===== config.mk =====
export PLATFORM = sky130hd
export DESIGN_NAME = bp_stream_byte_packer
export DESIGN_NICKNAME = d
export VERILOG_FILES = /design/src/rtl/bp_common_pkg.sv /design/src/rtl/bp_stream_two_fifo.sv /design/src/rtl/bp_stream_byte_packer.sv
export SDC_FILE = /design/constraint.sdc
export NUM_CORES = 1
export LEC_CHECK = 0
export CAP_MARGIN = 20
export CORE_ASPECT_RATIO = 0.5
export CORE_UTILIZATION = 43
export CTS_CLUSTER_DIAMETER = 80
export DETAILED_ROUTE_END_ITERATION = 8
export PLACE_DENSITY = 0.74
export SYNTH_ARGS = -nofsm -noshare
export SYNTH_HDL_FRONTEND = slang
export SYNTH_SLANG_ARGS = --single-unit

===== constraint.sdc =====
create_clock -name clk_i -period 5.4 [get_ports clk_i]
set_input_delay 1.08 -clock clk_i [delete_from_list [all_inputs] [get_ports clk_i]]
set_output_delay 1.08 -clock clk_i [all_outputs]
set_load 0.02 [all_outputs]

===== src/rtl/bp_common_pkg.sv =====
// Shared definitions for the NBF stream path: default stream word width,
// the byte lane order used to assemble words, and a bytes-per-word helper.
package bp_common_pkg;

   localparam int unsigned stream_data_width_gp = 32;

   typedef enum logic {
      e_lane_little = 1'b0,
      e_lane_big    = 1'b1
   } lane_order_e;

   // First byte of a word lands in the least significant lane.
   localparam lane_order_e lane_order_gp = e_lane_little;

   function automatic int unsigned bytes_per_word(input int unsigned width);
      return width / 8;
   endfunction

endpackage


===== src/rtl/bp_stream_two_fifo.sv =====
// Two-entry FIFO holding assembled stream words.
// Ports:
//   clk_i, reset_n_i  clock, asynchronous active-low reset
//   push_i, data_i    write side (push ignored when full)
//   pop_i             read side (pop ignored when empty)
//   data_o            head entry
//   full_o, empty_o   occupancy flags, straight from registers
module bp_stream_two_fifo #(
   parameter int unsigned width_p = 32
) (
   input  logic               clk_i,
   input  logic               reset_n_i,
   input  logic               push_i,
   input  logic [width_p-1:0] data_i,
   input  logic               pop_i,
   output logic [width_p-1:0] data_o,
   output logic               full_o,
   output logic               empty_o
);

   logic [width_p-1:0] mem_q [2];
   logic               wr_ptr_q;
   logic               rd_ptr_q;
   logic [1:0]         count_q;
   logic               push_ok;
   logic               pop_ok;

   assign full_o  = (count_q == 2'd2);
   assign empty_o = (count_q == 2'd0);
   assign push_ok = push_i & ~full_o;
   assign pop_ok  = pop_i & ~empty_o;
   assign data_o  = mem_q[rd_ptr_q];

   always_ff @(posedge clk_i or negedge reset_n_i) begin
      if (!reset_n_i) begin
         mem_q[0] <= '0;
         mem_q[1] <= '0;
         wr_ptr_q <= 1'b0;
         rd_ptr_q <= 1'b0;
         count_q  <= 2'd0;
      end else begin
         if (push_ok) begin
            mem_q[wr_ptr_q] <= data_i;
            wr_ptr_q        <= ~wr_ptr_q;
         end
         if (pop_ok) begin
            rd_ptr_q <= ~rd_ptr_q;
         end
         case ({push_ok, pop_ok})
            2'b10:   count_q <= count_q + 2'd1;
            2'b01:   count_q <= count_q - 2'd1;
            default: count_q <= count_q;
         endcase
      end
   end

endmodule


===== src/rtl/bp_stream_byte_packer.sv =====
// Byte-serial host link to valid/ready word stream packer, feeding the NBF
// loader. Bytes are packed little-endian into stream_data_width_p words and
// queued in a 2-entry buffer. A partial word left idle for timeout_cycles_p
// cycles is discarded so a stalled host cannot leave the loader misaligned.
// Ports:
//   clk_i, reset_n_i             clock, asynchronous active-low reset
//   byte_v_i, byte_i             host byte in
//   byte_ready_o                 byte accepted this cycle when high with byte_v_i
//   stream_v_o, stream_data_o    assembled word out
//   stream_ready_i               downstream accepts the head word
//   word_count_o                 words completed (wraps)
//   drop_count_o                 partial words discarded (saturates)
//   busy_o                       a partial word is held
module bp_stream_byte_packer
   import bp_common_pkg::*;
#(
   parameter int unsigned stream_data_width_p = stream_data_width_gp,
   parameter int unsigned timeout_cycles_p    = 1048576,
   parameter int unsigned count_width_p       = 16
) (
   input  logic                           clk_i,
   input  logic                           reset_n_i,
   input  logic                           byte_v_i,
   input  logic [7:0]                     byte_i,
   output logic                           byte_ready_o,
   output logic                           stream_v_o,
   output logic [stream_data_width_p-1:0] stream_data_o,
   input  logic                           stream_ready_i,
   output logic [count_width_p-1:0]       word_count_o,
   output logic [count_width_p-1:0]       drop_count_o,
   output logic                           busy_o
);

   localparam int unsigned bytes_lp     = bytes_per_word(stream_data_width_p);
   localparam int unsigned idx_w_lp     = $clog2(bytes_lp);
   localparam logic [idx_w_lp-1:0] idx_last_lp = idx_w_lp'(bytes_lp - 1);
   localparam int unsigned idle_w_lp    = (timeout_cycles_p > 2) ? $clog2(timeout_cycles_p) : 1;
   localparam logic [idle_w_lp-1:0] idle_last_lp =
      idle_w_lp'((timeout_cycles_p == 0) ? 0 : timeout_cycles_p - 1);

   logic [idx_w_lp-1:0]            idx_q, idx_d;
   logic [stream_data_width_p-1:0] shift_q, shift_d;
   logic [idle_w_lp-1:0]           idle_q, idle_d;
   logic [count_width_p-1:0]       word_cnt_q, word_cnt_d;
   logic [count_width_p-1:0]       drop_cnt_q, drop_cnt_d;
   logic                           rdy_en_q;

   logic                           accept;
   logic                           push;
   logic                           pop;
   logic                           fifo_full;
   logic                           fifo_empty;
   logic [idx_w_lp-1:0]            lane;
   logic [stream_data_width_p-1:0] push_data;

   // Ready looks only at registered state, so stream_ready_i never reaches
   // byte_ready_o combinationally. rdy_en_q holds ready low during reset.
   assign byte_ready_o = rdy_en_q & ((idx_q != idx_last_lp) | ~fifo_full);
   assign accept       = byte_v_i & byte_ready_o;
   assign stream_v_o   = ~fifo_empty;
   assign pop          = stream_v_o & stream_ready_i;
   assign busy_o       = (idx_q != '0);
   assign word_count_o = word_cnt_q;
   assign drop_count_o = drop_cnt_q;
   assign lane         = (lane_order_gp == e_lane_little) ? idx_q : (idx_last_lp - idx_q);

   always_comb begin
      idx_d      = idx_q;
      shift_d    = shift_q;
      idle_d     = idle_q;
      word_cnt_d = word_cnt_q;
      drop_cnt_d = drop_cnt_q;
      push       = 1'b0;
      push_data  = shift_q;
      if (accept) begin
         push_data[{lane, 3'b000} +: 8] = byte_i;
         idle_d = '0;
         if (idx_q == idx_last_lp) begin
            push       = 1'b1;
            idx_d      = '0;
            shift_d    = '0;
            word_cnt_d = word_cnt_q + count_width_p'(1);
         end else begin
            idx_d   = idx_q + idx_w_lp'(1);
            shift_d = push_data;
         end
      end else if (idx_q == '0) begin
         idle_d = '0;
      end else if ((timeout_cycles_p != 0) && (idle_q == idle_last_lp)) begin
         // Stale partial word: drop it; buffered words are untouched.
         idx_d   = '0;
         shift_d = '0;
         idle_d  = '0;
         if (drop_cnt_q != '1) begin
            drop_cnt_d = drop_cnt_q + count_width_p'(1);
         end
      end else if (timeout_cycles_p != 0) begin
         idle_d = idle_q + idle_w_lp'(1);
      end
   end

   always_ff @(posedge clk_i or negedge reset_n_i) begin
      if (!reset_n_i) begin
         idx_q      <= '0;
         shift_q    <= '0;
         idle_q     <= '0;
         word_cnt_q <= '0;
         drop_cnt_q <= '0;
         rdy_en_q   <= 1'b0;
      end else begin
         idx_q      <= idx_d;
         shift_q    <= shift_d;
         idle_q     <= idle_d;
         word_cnt_q <= word_cnt_d;
         drop_cnt_q <= drop_cnt_d;
         rdy_en_q   <= 1'b1;
      end
   end

   bp_stream_two_fifo #(
      .width_p (stream_data_width_p)
   ) u_fifo (
      .clk_i     (clk_i),
      .reset_n_i (reset_n_i),
      .push_i    (push),
      .data_i    (push_data),
      .pop_i     (pop),
      .data_o    (stream_data_o),
      .full_o    (fifo_full),
      .empty_o   (fifo_empty)
   );

endmodule


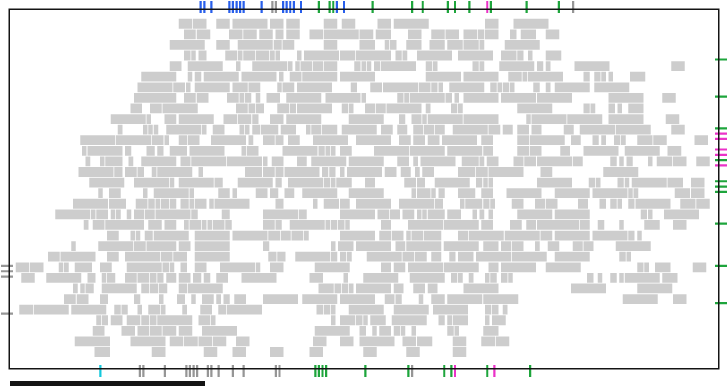
**Above:** run 1 (ports around the boundary).
The bar under the picture is 50 um long. Pins as bars across the die edge, other pins in grey.
Key: cyan = `reset_n_i` [pins 1, direction input, edge bottom]; magenta = `byte_i` [pins 8, direction input, edge 5 right, 2 bottom, 1 top]; blue = `word_count_o` [pins 16, direction output, edge top]; green = `stream_data_o` [pins 32, direction output, edge 12 top, 10 bottom, 10 right]
die span in y: 91.9 um
Die X: 182 um
number of port buffers: 78

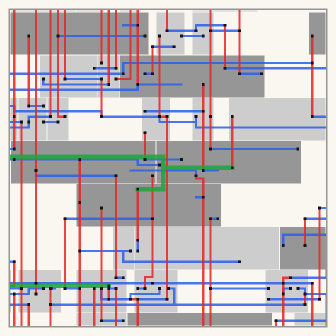
**Above:** run 1 (layout detail).
Region (126, 59) to (146, 79) um. Cells in grey, sequential cells in the stronger grey; small squares are vias.
Key: red = M2; green = M3; blue = M1
Most frequent: dfrtp_1 (5), a22oi_1 (3). Sequential cells in the window: 5. Netlist names of flops here include `u_fifo.mem_q` (3), `shift_q` (2). 20 logic cells have their middle in the window.

==> flow_metrics.py, run 1 <==
# Synthesis and PnR figures
metrics = {
    "logic_synthesis": {
        "top_cells_by_area": "dfrtp_1 56%, mux2_2 5.2%, a22o_1 4.0%",
        "top_area_cell": "dfrtp_1",
        "synthAdderAreaFrac_pct": 1.80,
        "top_cell": "dfrtp_1",
        "synthTopLogicFamily": "simple AND/OR/NAND/NOR gates",
        "yosys.area_share.simple_pct": 14.6,
        "yosysWarnings": 0,
        "avgSynthCellArea_sq_um": 10.8,
        "netlist_area_sq_um": 6960,
        "synth.distinct_cells": 46,
        "synth_top_area_share_pct": 55.8,
        "edf_count": 0,
        "flop_cell": "dfrtp_1",
        "synthesis.nets": 666,
        "numSynthFlops": 155,
    },
    "pwr": {
        "p_per_area_nw_per_um2": 438,
        "p_sw_share_pct": 31.3,
        "peakVddDrop_uv": 236,
        "intPower_w": 0.00255,
        "p_comb_share_pct": 28.5,
        "power_switching_w": 0.00117,
    },
    "detailed_routing": {
        "wl_met3_um": 706,
        "ant_nets": 0,
        "via_per_inst": 5.38,
        "dr_wl_met2_um": 7060,
        "vias": 5023,
        "drt_iter0_drc": 359,
        "firstDrtPassIters": 7,
    },
    "die": {
        "chipArea_sq_um": 16700,
        "core_sq_um": 15600,
        "fp_util_pct": 44.5,
        "row_count": 32,
        "ios": 79,
    },
    "sta": {
        "period_needed_ps": 3560,
        "period_used_pct": 66.0,
        "relSlewSlack_pct": 46.5,
        "fmax_mhz": 281,
        "rsz0062_at_grt": "no",
        "tns_ps": 0,
    },
    "flow_run": {
        "max-cap-violations": 0,
        "tool_warnings": 32,
    },
    "clock_network": {
        "cts_buffers": 17,
        "ctsHoldBuffers": 0,
        "clock_path_buffers": 2,
        "cts_resized": 0,
        "cts_root_buf": "clkbuf_16",
    },
    "setup_path": {
        "critPathBufInv": 2,
        "path_max_fanout": 20,
        "r2r_setup_slack_ps": 2990,
        "critical-path-top-delay-family": "buffers and inverters",
        "cp-end-kind": "output port",
        "setup.worst_path.class": "register to output port",
        "start_kind": "register",
    },
    "outcome": {
        "outcome": "complete, no violations",
    },
    "global_route": {
        "grtUsageTotal_pct": 19.4,
        "antenna_found_initial": 0,
        "grt_pass1_vias": 4963,
        "grt_max_degree": 117,
        "grt-ovfl-total": 0,
    },
}
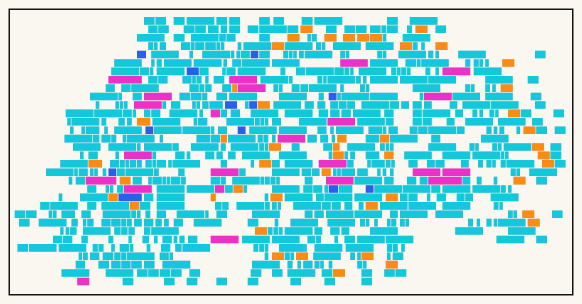
**Above:** run 1 (cells by drive strength).
Key: magenta = x6 and larger [cells 23, most used clkbuf_16]; orange = x2 [cells 47, most used mux2_2]; blue = x3 and x4 [cells 12, most used buf_4]; cyan = x1 and smaller [cells 648, most used dfrtp_1]
Signal buffers: 83
post-route setup slack: 1840 ps
Layout area overhead: 22.2%
Final Cell Area: 8500 sq um

[run 1: metal layers]
metal | up-vias | track usage, %
met1 | 2496 | 27.1
met2 | 104 | 30.5
met5 | - | 0
met4 | 0 | 4.34
met3 | 11 | 4.77
li1 | 2412 | -
[run 1: state kept, by name, summed over array words and instances, names as in the netlist]
signal	cells
u_fifo.wr_ptr_q	1
u_fifo.rd_ptr_q	1
word_count_o	16
idle_q	20
rdy_en_q	1
shift_q	32
u_fifo.mem_q	64
u_fifo.count_q	2
idx_q	2
drop_count_o	16
[run 1: final timing paths]
| kind | to | start | cells past startpoint |
|---|---|---|---|
| setup reg to reg | u_fifo.mem_q[30] | idx_q[0] | 6 |
| min in group asynchronous | drop_count_o[5] | reset_n_i | 1 |
| max in group asynchronous | u_fifo.mem_q[23] | reset_n_i | 3 |
| setup / recovery | stream_data_o[19] | u_fifo.rd_ptr_q | 3 |
| hold reg to reg | u_fifo.mem_q[21] | u_fifo.mem_q[21] | 2 |
| hold / removal | u_fifo.mem_q[21] | u_fifo.mem_q[21] | 2 |
[run 1: stage by stage]
stage / total power (W) / utilization [%] / worst slack [ps] / std cells / hold slack, ps
floorplan: 0.00219 / - / 2910 / 644 / 444
global placement: 0.00257 / 50.7 / 2240 / 902 / 457
detailed placement: 0.00260 / 50.7 / 2140 / 902 / 465
CTS: 0.00375 / 54.3 / 1760 / 933 / 480
global route: 0.00393 / 54.4 / 1700 / 934 / 484
finish: 0.00372 / 54.4 / 1840 / 934 / 472
[run 1: placed cells by master, fill, tap and decap left out, types with 10 or more instances in the layout]
cell type        synthesis  layout
dfrtp_1                155     155
clkdlybuf4s50_1          0      77
nor2_1                  74      74
nand2_1                 65      65
o21ai_0                 34      34
a21oi_1                 33      33
mux2_2                  32      32
a22oi_1                 32      32
a22o_1                  32      32
xnor2_1                 27      27
xor2_1                  26      26
nand3_1                 19      19
clkbuf_16                0      17
ha_1                    10      10
[run 1: worst register-to-register path, cell delays in order, from the launching register on]
cell,delay (ps)
dfrtp_1,420
inv_1,210
ha_1,300
or4b_2,700
nor2_2,310
a22oi_1,190
o21ai_0,190
[run 1: cell type report]
type | count | area, sq um | area share (%)
clock inverter | 10 | 119 | 1.40
inverter | 9 | 38.8 | 0.456
sequential | 155 | 3880 | 45.6
tap | 204 | 255 | 3.00
multi-input combinational | 452 | 2930 | 34.5
clock buffer | 21 | 440 | 5.18
timing repair buffer | 83 | 840 | 9.88
[run 1: logic make-up after synthesis]
kind of cell               Yosys count
muxes                               33
buffers and inverters               37
adders and majority gates           10
xor gates and xnor gates            53
and+or+nand+nor                    214
AOI/OAI and AO/OA                  141
other                                1
DFF                                155
[run 1: power groups by stage]
stage | registers (W) | clock network (W) | logic [W]
6_report | 0.00152 | 0.00114 | 0.00106
5_1_grt | 0.00155 | 0.00122 | 0.00115
4_1_cts | 0.00152 | 0.00116 | 0.00107
3_5_place_dp | 0.00154 | 0 | 0.00106
3_3_place_gp | 0.00153 | 0 | 0.00104
2_1_floorplan | 0.00149 | 0 | 0.000703
## Run 2: what changed since run 1
--- a/config.mk
+++ b/config.mk
@@ -10,7 +10,7 @@
 export CORE_UTILIZATION = 43
 export CTS_CLUSTER_DIAMETER = 80
 export DETAILED_ROUTE_END_ITERATION = 8
-export PLACE_DENSITY = 0.74
+export PLACE_DENSITY = 0.76
 export SYNTH_ARGS = -nofsm -noshare
 export SYNTH_HDL_FRONTEND = slang
 export SYNTH_SLANG_ARGS = --single-unit
==> constraint.sdc (replaced) <==
create_clock -name clk_i -period 2.95 [get_ports clk_i]
set_input_delay 0.59 -clock clk_i [delete_from_list [all_inputs] [get_ports clk_i]]
set_output_delay 0.59 -clock clk_i [all_outputs]
set_load 0.02 [all_outputs]
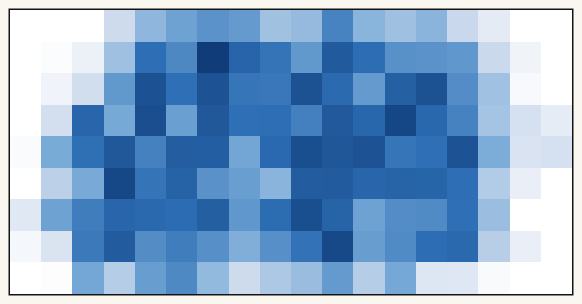
**Above:** run 2 (local utilization).
The die is cut into 18 by 9 equal tiles; white is low, dark blue is high, 0 to 100% covered.
The mean over all tiles is 50%. 12% of the tiles are nearly empty. 28% of the tiles are over 75% full. The densest ninth of the die: middle. The fullest tile reaches 95%.
final core occ: 54.9%
FP Core Util: 44.5%
placeable core region: 15600 sq um

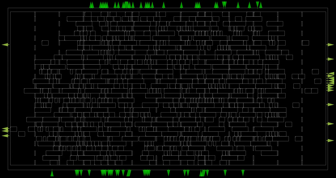
**Above:** run 2 (cell placement).
Well Taps: 204
non-filler cells, final: 938

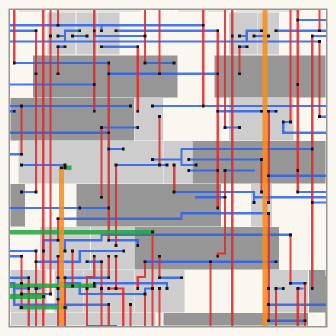
**Above:** run 2 (layout detail).
Region (126, 59) to (146, 79) um. Cells in grey, sequential cells in the stronger grey; small squares are vias.
Key: orange = M4; red = M2; green = M3; blue = M1
Netlist names of flops here include `u_fifo.mem_q` (5), `shift_q` (1). Sequential cells in the window: 6. 23 logic cells have their middle in the window. Most frequent: dfrtp_1 (6).

==> run 2 against run 1 <==
Compared with the run above:
- non-clock buffer count rose by 3
- die size did not move
- global-route usage fell by 0.41 points
- flip-flop count did not move
- sequential share of layout area fell by 0.42 points
- first-iteration DRC count rose by 5.8%
- final area rose by 0.93%
- count of clock-buffer cells in the layout fell by 3
- routed wire length fell by 1.3%
- area after synthesis did not move
- via count rose by 1.0%
- critical endpoint is now byte_ready_o
==> flow_metrics.py, run 2 <==
# Synthesis and PnR figures
metrics = {
    "final_layout": {
        "syn_to_final_growth_pct": 23.3,
        "comb_area_sq_um": 2930,
        "top_regs": "u_fifo.mem_q (64), shift_q (32), idle_q (20)",
        "largest_reg_flops": 64,
        "regMostFlops": "u_fifo.mem_q",
        "lay_top_count": "dfrtp_1",
        "layout.cells.most_common_list": "155 x dfrtp_1, 77 x clkdlybuf4s50_1, 74 x nor2_1, 65 x nand2_1, 34 x o21ai_0",
    },
    "flow_run": {
        "max-cap-violations": 0,
        "tool_warnings": 31,
    },
    "die": {
        "row_count": 32,
        "chipArea_sq_um": 16700,
        "die_y_um": 91.9,
    },
    "setup_path": {
        "r2r_start": "idx_q[0]",
        "crit_cells": 4,
        "crit_path_start": "idx_q[0]",
        "setup.worst_path.class": "register to output port",
        "critPathBufInv": 1,
        "r2r_setup_slack_ps": 510,
        "critical-path-top-delay-family": "buffers and inverters",
        "start_kind": "register",
        "cp-end-kind": "output port",
    },
    "sta": {
        "setup_viol": 0,
        "worst_slack_ps": 283,
        "tightestPinTransition_ps": 719,
        "tns_ps": 0,
        "fmax_mhz": 375,
        "rsz0062_at_grt": "no",
        "period_needed_ps": 2670,
        "period_used_pct": 90.4,
        "relSlewSlack_pct": 52.1,
    },
    "global_route": {
        "grtUsageMet2_pct": 30.0,
        "grtUsageTotal_pct": 19.0,
        "grtUsageMet1_pct": 25.9,
        "grt-ovfl-total": 0,
        "grt_pass1_wl_um": 24900,
        "antenna_found_initial": 0,
        "grt_max_degree": 69,
        "grt_use_met3_pct": 4.13,
        "grt_pass1_vias": 4951,
    },
    "logic_synthesis": {
        "edf_count": 0,
        "synth_top_area_share_pct": 55.8,
        "synthesis.nets": 666,
        "avgSynthCellArea_sq_um": 10.8,
        "top_area_cell": "dfrtp_1",
        "netlist_area_sq_um": 6960,
        "numSynthFlops": 155,
        "top_cell": "dfrtp_1",
        "flop_cell": "dfrtp_1",
        "synth.distinct_cells": 46,
        "top_cells_by_area": "dfrtp_1 56%, mux2_2 5.2%, a22o_1 4.0%",
    },
    "pwr": {
        "p_per_area_nw_per_um2": 810,
        "peakVddDrop_uv": 429,
    },
    "detailed_routing": {
        "via_per_inst": 5.41,
        "vias": 5073,
    },
    "clock_network": {
        "cts_root_buf": "clkbuf_16",
        "clock_path_buffers": 2,
        "cts_resized": 0,
        "cts_buffers": 17,
        "clkTransAtPathRegs_ps": 60,
        "ctsHoldBuffers": 0,
    },
    "placement": {
        "place_ws_ps": 355,
        "port_buffers": 78,
    },
    "outcome": {
        "outcome": "complete, no violations",
    },
}
-- run 2: cell count changes in the layout (fill, tap and decap cells not counted), sizes merged --
cell / change
inv: +4
clkinv: +2
clkinvlp: -2
clkbuf: -3
buf: +3
-- run 2: final cells by class --
type	instances	share of cell area [%]
Multi-Input combinational cell	452	34.1
Clock inverter	14	1.85
Timing Repair Buffer	86	10.3
Sequential cell	155	45.2
Tap cell	204	2.98
Inverter	9	0.452
Clock buffer	18	5.12
-- run 2: power by group --
| part | total [W] | internal, W | switching (W) |
|---|---|---|---|
| combinational | 0.00199 | 0.000959 | 0.00103 |
| clock | 0.00222 | 0.00129 | 0.000937 |
| sequential | 0.00274 | 0.00250 | 0.000241 |
| total | 0.00695 | 0.00474 | 0.00221 |
-- run 2: cells by family after synthesis --
kind of cell,share of synthesized area [%]
multiplexers,5.32
adder cells (fa/ha/maj),1.80
AND/OR/NAND/NOR,14.6
AND-OR/OR-AND,13.5
buffers and inverters,2.19
XOR/XNOR,6.67
flip-flops,55.8
other,0.0539
-- run 2: worst paths after layout --
path | endpoint
hold reg to reg | word_count_o[15]
max in group asynchronous | idle_q[11]
min in group clk_i | word_count_o[15]
hold / removal | drop_count_o[5]
setup reg to reg | u_fifo.mem_q[26]
setup / recovery | byte_ready_o
-- run 2: metrics by stage --
stage / hold WS (ps) / instances / area [sq um] / utilization [%]
global route: 204 / 938 / 8580 / 54.9
floorplan: 294 / 644 / 6960 / -
CTS: 199 / 938 / 8580 / 54.9
finish: 149 / 938 / 8580 / 54.9
global placement: 456 / 906 / 7980 / 51.1
detailed placement: 461 / 906 / 7980 / 51.1
-- run 2: per-layer routing --
| layer | vias to the layer above | wire [um] |
|---|---|---|
| li1 | 2428 | - |
| met1 | 2522 | 7050 |
| met2 | 107 | 7070 |
| met3 | 16 | 638 |
| met4 | 0 | 174 |
| met5 | - | 0 |
## Run 3: what changed since run 2
--- a/config.mk
+++ b/config.mk
@@ -11,6 +11,7 @@
 export CTS_CLUSTER_DIAMETER = 80
 export DETAILED_ROUTE_END_ITERATION = 8
 export PLACE_DENSITY = 0.76
+export REMOVE_ABC_BUFFERS = 1
 export SYNTH_ARGS = -nofsm -noshare
 export SYNTH_HDL_FRONTEND = slang
 export SYNTH_SLANG_ARGS = --single-unit
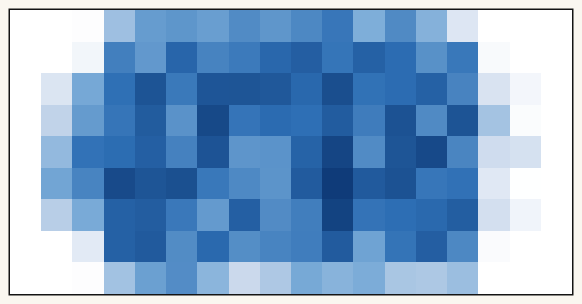
**Above:** run 3 (local utilization).
The die is cut into 18 by 9 equal tiles; white is low, dark blue is high, 0 to 100% covered.
The mean over all tiles is 50%. 28% of the tiles are over 75% full. 19% of the tiles are nearly empty.
final core occ: 55.2%

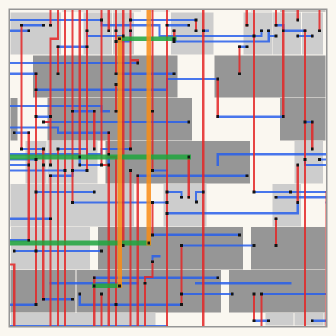
**Above:** run 3 (layout detail).
Region (126, 59) to (146, 79) um. Cells in grey, sequential cells in the stronger grey; small squares are vias.
Key: orange = M4; green = M3; red = M2; blue = M1
Netlist names of flops here include `shift_q` (4), `u_fifo.mem_q` (4). Sequential cells in the window: 8. Most frequent: dfrtp_1 (8), a21oi_1 (3). 22 logic cells have their middle in the window.

==> run 3 against run 2 <==
Compared with the run above:
- worst setup slack improved by 3.0 ps
- register-to-register slack got worse by 20 ps
- flip-flop count did not move
- non-clock buffer count rose by 2
- count of clock-buffer cells in the layout rose by 3
- power rose by 1.5%
- synthesized cell count did not move
- final area rose by 0.38%
- final cell count rose by 0.21%
- global-route usage rose by 0.65 points
- first-iteration DRC count rose by 0.79%
==> flow_metrics.py, run 3 <==
# Synthesis and PnR figures
metrics = {
    "outcome": {
        "outcome": "complete, no violations",
    },
    "setup_path": {
        "setup.worst_path.class": "register to output port",
        "r2r_start": "idx_q[0]",
        "cp-end-kind": "output port",
        "start_kind": "register",
        "r2r_setup_slack_ps": 490,
    },
    "sta": {
        "period_used_pct": 90.3,
        "period_needed_ps": 2660,
        "tns_ps": 0,
        "rsz0062_at_grt": "no",
        "setup_viol": 0,
    },
    "global_route": {
        "grtUsageTotal_pct": 19.6,
        "grt_pass1_vias": 5147,
        "grt-ovfl-total": 0,
        "antenna_found_initial": 0,
        "grt_max_degree": 65,
    },
    "die": {
        "die_w_um": 182,
        "row_count": 32,
        "chipArea_sq_um": 16700,
        "core_sq_um": 15600,
        "die_y_um": 91.9,
        "fp_util_pct": 44.5,
    },
    "detailed_routing": {
        "ant_nets": 0,
        "vias": 5173,
        "via_per_inst": 5.50,
        "firstDrtPassIters": 5,
    },
    "logic_synthesis": {
        "top_cell": "dfrtp_1",
        "edf_count": 0,
        "flop_cell": "dfrtp_1",
        "netlist_area_sq_um": 6960,
        "synth_top_area_share_pct": 55.8,
        "top_cells_by_area": "dfrtp_1 56%, mux2_2 5.2%, a22o_1 4.0%",
        "avgSynthCellArea_sq_um": 10.8,
        "yosysWarnings": 0,
    },
    "flow_run": {
        "max-cap-violations": 0,
        "tool_warnings": 30,
    },
    "final_layout": {
        "syn_to_final_growth_pct": 23.8,
        "largest_reg_flops": 64,
        "lay_top_count": "dfrtp_1",
        "regMostFlops": "u_fifo.mem_q",
        "top_regs": "u_fifo.mem_q (64), shift_q (32), idle_q (20)",
        "fin_cells": 940,
    },
    "clock_network": {
        "cts_root_buf": "clkbuf_16",
        "ctsHoldBuffers": 0,
        "clock_path_buffers": 2,
        "clkTransAtPathRegs_ps": 60,
    },
    "pwr": {
        "p_per_area_nw_per_um2": 819,
        "peakVddDrop_uv": 379,
    },
    "placement": {
        "dp.cells": 908,
        "port_buffers": 78,
    },
}
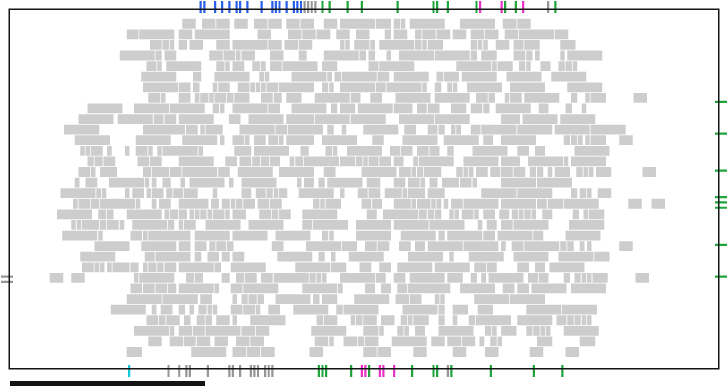
**Above:** run 3 (ports around the boundary).
The bar under the picture is 50 um long. Pins as bars across the die edge, other pins in grey.
Key: cyan = `reset_n_i` [pins 1, direction input, edge bottom]; magenta = `byte_i` [pins 8, direction input, edge 5 bottom, 3 top]; green = `stream_data_o` [pins 32, direction output, edge 12 top, 12 bottom, 8 right]; blue = `word_count_o` [pins 16, direction output, edge top]

-- run 3: cell count changes in the layout (fill, tap and decap cells not counted), sizes merged --
cell / previous run / this run
buf: 9 / 11
clkbuf: 18 / 21
clkinv: 6 / 3
bufinv: 2 / 3
inv: 14 / 12
clkinvlp: 1 / 2
-- run 3: worst max-delay path, delay by kind of cell (launching register included) --
family	cells	cell delay (ps)
DFF	1	430
and+or+nand+nor	2	360
adders and majority gates	1	270
buffers and inverters	1	600
-- run 3: worst max path at each step --
stage / start / end / slack (ps) / cells past startpoint
after floorplan: byte_v_i / u_fifo.mem_q[32] / 260 / 5
after global placement: byte_v_i / word_count_o[11] / 360 / 7
after detailed placement: byte_v_i / word_count_o[11] / 310 / 7
after CTS: idx_q[0] / byte_ready_o / 260 / 4
after global routing: idx_q[0] / byte_ready_o / 220 / 4
final: idx_q[0] / byte_ready_o / 290 / 4
-- run 3: area by class of cell --
| cell class | instances | area, sq um |
|---|---|---|
| multi-input cells | 452 | 2930 |
| inverters | 9 | 38.8 |
| clock buffers | 21 | 470 |
| repair buffers | 88 | 882 |
| fillers | 1310 | 7000 |
| well taps | 204 | 255 |
| clock inverters | 11 | 158 |
| flip-flops and latches | 155 | 3880 |
-- run 3: metrics by stage --
step | power (W) | cell area, sq um | setup slack, ps | hold WS [ps]
2_1_floorplan | 0.00398 | 6840 | 257 | 294
3_3_place_gp | 0.00474 | 7980 | 363 | 455
3_5_place_dp | 0.00478 | 7980 | 311 | 466
4_1_cts | 0.00711 | 8610 | 260 | 128
5_1_grt | 0.00740 | 8610 | 219 | 151
6_report | 0.00705 | 8610 | 286 | 122
-- run 3: where the power goes --
group          switching [W]  internal [W]  leakage (nW)  total [W]
Combinational        0.00106      0.000955          1.42    0.00201
Clock               0.000886       0.00141         0.301    0.00230
Sequential          0.000243       0.00250          2.08    0.00274
-- run 3: per-layer routing --
| layer | wire length [um] | global-route usage, % | vias up |
|---|---|---|---|
| met1 | 6990 | 25.9 | 2604 |
| met5 | 0 | 0 | - |
| li1 | - | - | 2428 |
| met3 | 650 | 3.97 | 22 |
| met4 | 244 | 6.37 | 0 |
| met2 | 7610 | 32.6 | 119 |
-- run 3: cell families after synthesis --
kind of cell	after synthesis	synth area share, %
flops	155	55.8
simple gates	214	14.6
other cells	1	0.0539
mux	33	5.32
buf+inv	37	2.19
compound gates	141	13.5
fa+ha+maj	10	1.80
xor+xnor	53	6.67
Power is estimated from default activity; no workload was simulated.
